power_grid.png
Scale bar: 20 um. Pins as bars on the die edge. Tap cells in gray.
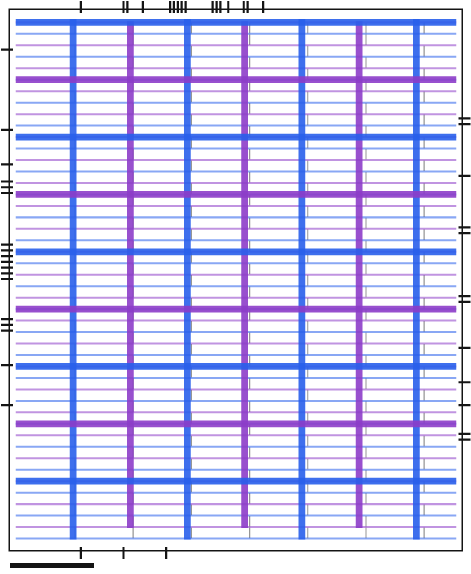
placement_by_type.png
Scale bar: 20 um.
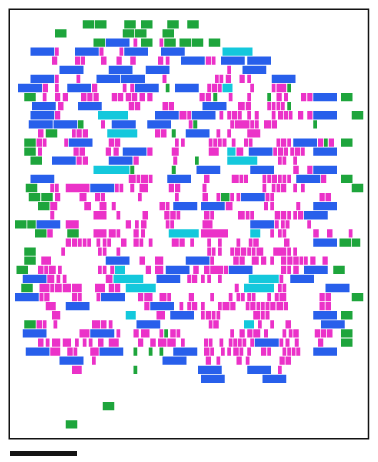
## src/rtl/imem_loader.sv

```systemverilog
// Boot-time instruction memory loader: takes a framed byte stream (count, big-endian
// word pairs, XOR checksum) and issues one registered 16-bit write per assembled word.
module imem_loader #(
  parameter int MAX_WORDS = 101,
  parameter int ADDR_W    = 16
) (
  input  logic              clk,
  input  logic              reset,
  input  logic              start,
  input  logic              in_valid,
  input  logic [7:0]        in_byte,
  output logic              in_ready,
  output logic              wr_en,
  output logic [ADDR_W-1:0] wr_addr,
  output logic [15:0]       wr_data,
  output logic              busy,
  output logic              done,
  output logic              err
);

  typedef enum logic [2:0] {
    S_IDLE, S_CNT_H, S_CNT_L, S_DAT_H, S_DAT_L, S_CHK, S_DONE, S_ERR
  } state_e;

  localparam logic [15:0] MaxWords = 16'(MAX_WORDS);

  state_e              state_q,   state_d;
  logic [15:0]         count_q,   count_d;
  logic [15:0]         idx_q,     idx_d;
  logic [7:0]          xor_q,     xor_d;
  logic [7:0]          hi_q,      hi_d;
  logic                wr_en_q,   wr_en_d;
  logic [ADDR_W-1:0]   wr_addr_q, wr_addr_d;
  logic [15:0]         wr_data_q, wr_data_d;
  logic                done_q,    done_d;
  logic                err_q,     err_d;

  logic        accept;
  logic [15:0] n_full;
  logic [15:0] idx_inc;

  assign in_ready = state_q inside {S_CNT_H, S_CNT_L, S_DAT_H, S_DAT_L, S_CHK};
  assign busy     = in_ready;
  assign accept   = in_valid && in_ready;
  assign n_full   = {count_q[15:8], in_byte};
  assign idx_inc  = idx_q + 16'd1;

  always_comb begin
    // NOTE: every next-state signal gets its hold value first so no path infers a latch.
    state_d   = state_q;
    count_d   = count_q;
    idx_d     = idx_q;
    xor_d     = xor_q;
    hi_d      = hi_q;
    wr_en_d   = 1'b0;
    wr_addr_d = wr_addr_q;
    wr_data_d = wr_data_q;
    done_d    = done_q;
    err_d     = err_q;

    // Bytes are never accepted in IDLE/DONE/ERR, so start cannot collide with a byte.
    if (state_q inside {S_IDLE, S_DONE, S_ERR}) begin
      if (start) begin
        state_d = S_CNT_H;
        done_d  = 1'b0;
        err_d   = 1'b0;
        idx_d   = '0;
        xor_d   = '0;
      end
    end else if (accept) begin
      if (state_q != S_CHK) xor_d = xor_q ^ in_byte;
      case (state_q)
        S_CNT_H: begin
          count_d = {in_byte, 8'h00};
          state_d = S_CNT_L;
        end
        S_CNT_L: begin
          count_d = n_full;
          if (n_full > MaxWords) begin
            state_d = S_ERR;
            err_d   = 1'b1;
          end else if (n_full == 16'd0) begin
            state_d = S_CHK;
          end else begin
            state_d = S_DAT_H;
          end
        end
        S_DAT_H: begin
          hi_d    = in_byte;
          state_d = S_DAT_L;
        end
        S_DAT_L: begin
          wr_en_d   = 1'b1;
          wr_addr_d = ADDR_W'({idx_q, 1'b0});
          wr_data_d = {hi_q, in_byte};
          idx_d     = idx_inc;
          state_d   = (idx_inc == count_q) ? S_CHK : S_DAT_H;
        end
        S_CHK: begin
          if (in_byte == xor_q) begin
            state_d = S_DONE;
            done_d  = 1'b1;
          end else begin
            state_d = S_ERR;
            err_d   = 1'b1;
          end
        end
        default: state_d = S_IDLE;
      endcase
    end
  end

  always_ff @(posedge clk) begin
    // NOTE: non-blocking assignments so every register samples pre-edge values.
    if (reset) begin
      state_q   <= S_IDLE;
      count_q   <= '0;
      idx_q     <= '0;
      xor_q     <= '0;
      hi_q      <= '0;
      wr_en_q   <= 1'b0;
      wr_addr_q <= '0;
      wr_data_q <= '0;
      done_q    <= 1'b0;
      err_q     <= 1'b0;
    end else begin
      state_q   <= state_d;
      count_q   <= count_d;
      idx_q     <= idx_d;
      xor_q     <= xor_d;
      hi_q      <= hi_d;
      wr_en_q   <= wr_en_d;
      wr_addr_q <= wr_addr_d;
      wr_data_q <= wr_data_d;
      done_q    <= done_d;
      err_q     <= err_d;
    end
  end

  assign wr_en   = wr_en_q;
  assign wr_addr = wr_addr_q;
  assign wr_data = wr_data_q;
  assign done    = done_q;
  assign err     = err_q;

endmodule
```

## config.mk

```make
export PLATFORM = sky130hd
export DESIGN_NAME = imem_loader
export DESIGN_NICKNAME = d
export VERILOG_FILES = /design/src/rtl/imem_loader.sv
export SDC_FILE = /design/constraint.sdc
export NUM_CORES = 1
export LEC_CHECK = 0
export ABC_AREA = 1
export CAP_MARGIN = 20
export CORE_ASPECT_RATIO = 1.2
export CORE_UTILIZATION = 30
export CTS_CLUSTER_SIZE = 14
export DETAILED_ROUTE_END_ITERATION = 10
export GPL_TIMING_DRIVEN = 0
export PLACE_DENSITY_LB_ADDON = 0.15
export SYNTH_ARGS = -nofsm -noshare
export SYNTH_HDL_FRONTEND = slang
export SYNTH_SLANG_ARGS = --single-unit
```

## constraint.sdc

```tcl
create_clock -name clk -period 4.3 [get_ports clk]
set_input_delay 0.43 -clock clk [delete_from_list [all_inputs] [get_ports clk]]
set_output_delay 0.43 -clock clk [all_outputs]
set_load 0.02 [all_outputs]
```

==> flow_metrics.env <==
# flow metrics
export IMPL_nFlopsAndLatches=85
export IMPL_irDropWorstVdd_v=0.000306
export IMPL_timing_fmax_mhz=403
export IMPL_cp_startpoint="state_q[2]"
export IMPL_tns_ns=0
export IMPL_diodes=0
export IMPL_enable_flop_cells=0
export IMPL_crit_cells=6
export IMPL_drt_iter0_markers=231
export IMPL_cts_repair_resized=0
export IMPL_nets=633
export IMPL_worstRegToRegCells=14
export IMPL_status="complete, no violations"
export IMPL_buffer_area_share_pct=11.2
export IMPL_grtUsageMet2_pct=32.1
export IMPL_routed_top_layer="met4"
export IMPL_topCellsByArea="dfxtp_1 43%, nand2_1 13%, a21oi_1 9.4%"
export IMPL_cts_buffer_depth=2
export IMPL_clock_area_share_pct=6.20
export IMPL_grt_first_pass_wirelength_mm=19.2
Notes on power_grid.png above:
purple -> VDD
blue -> VSS
signal pins = 49
met4 straps = 7
rows = 45
met1 rails = 46

Notes on placement_by_type.png above:
magenta -> combinational and other logic  # cells 457, share of their area 46%
blue -> flops  # cells 85, share of their area 36%
green -> other buffers and delay cells  # cells 67, share of their area 12%
cyan -> clock drivers and dummy loads  # cells 16, share of their area 6.5%

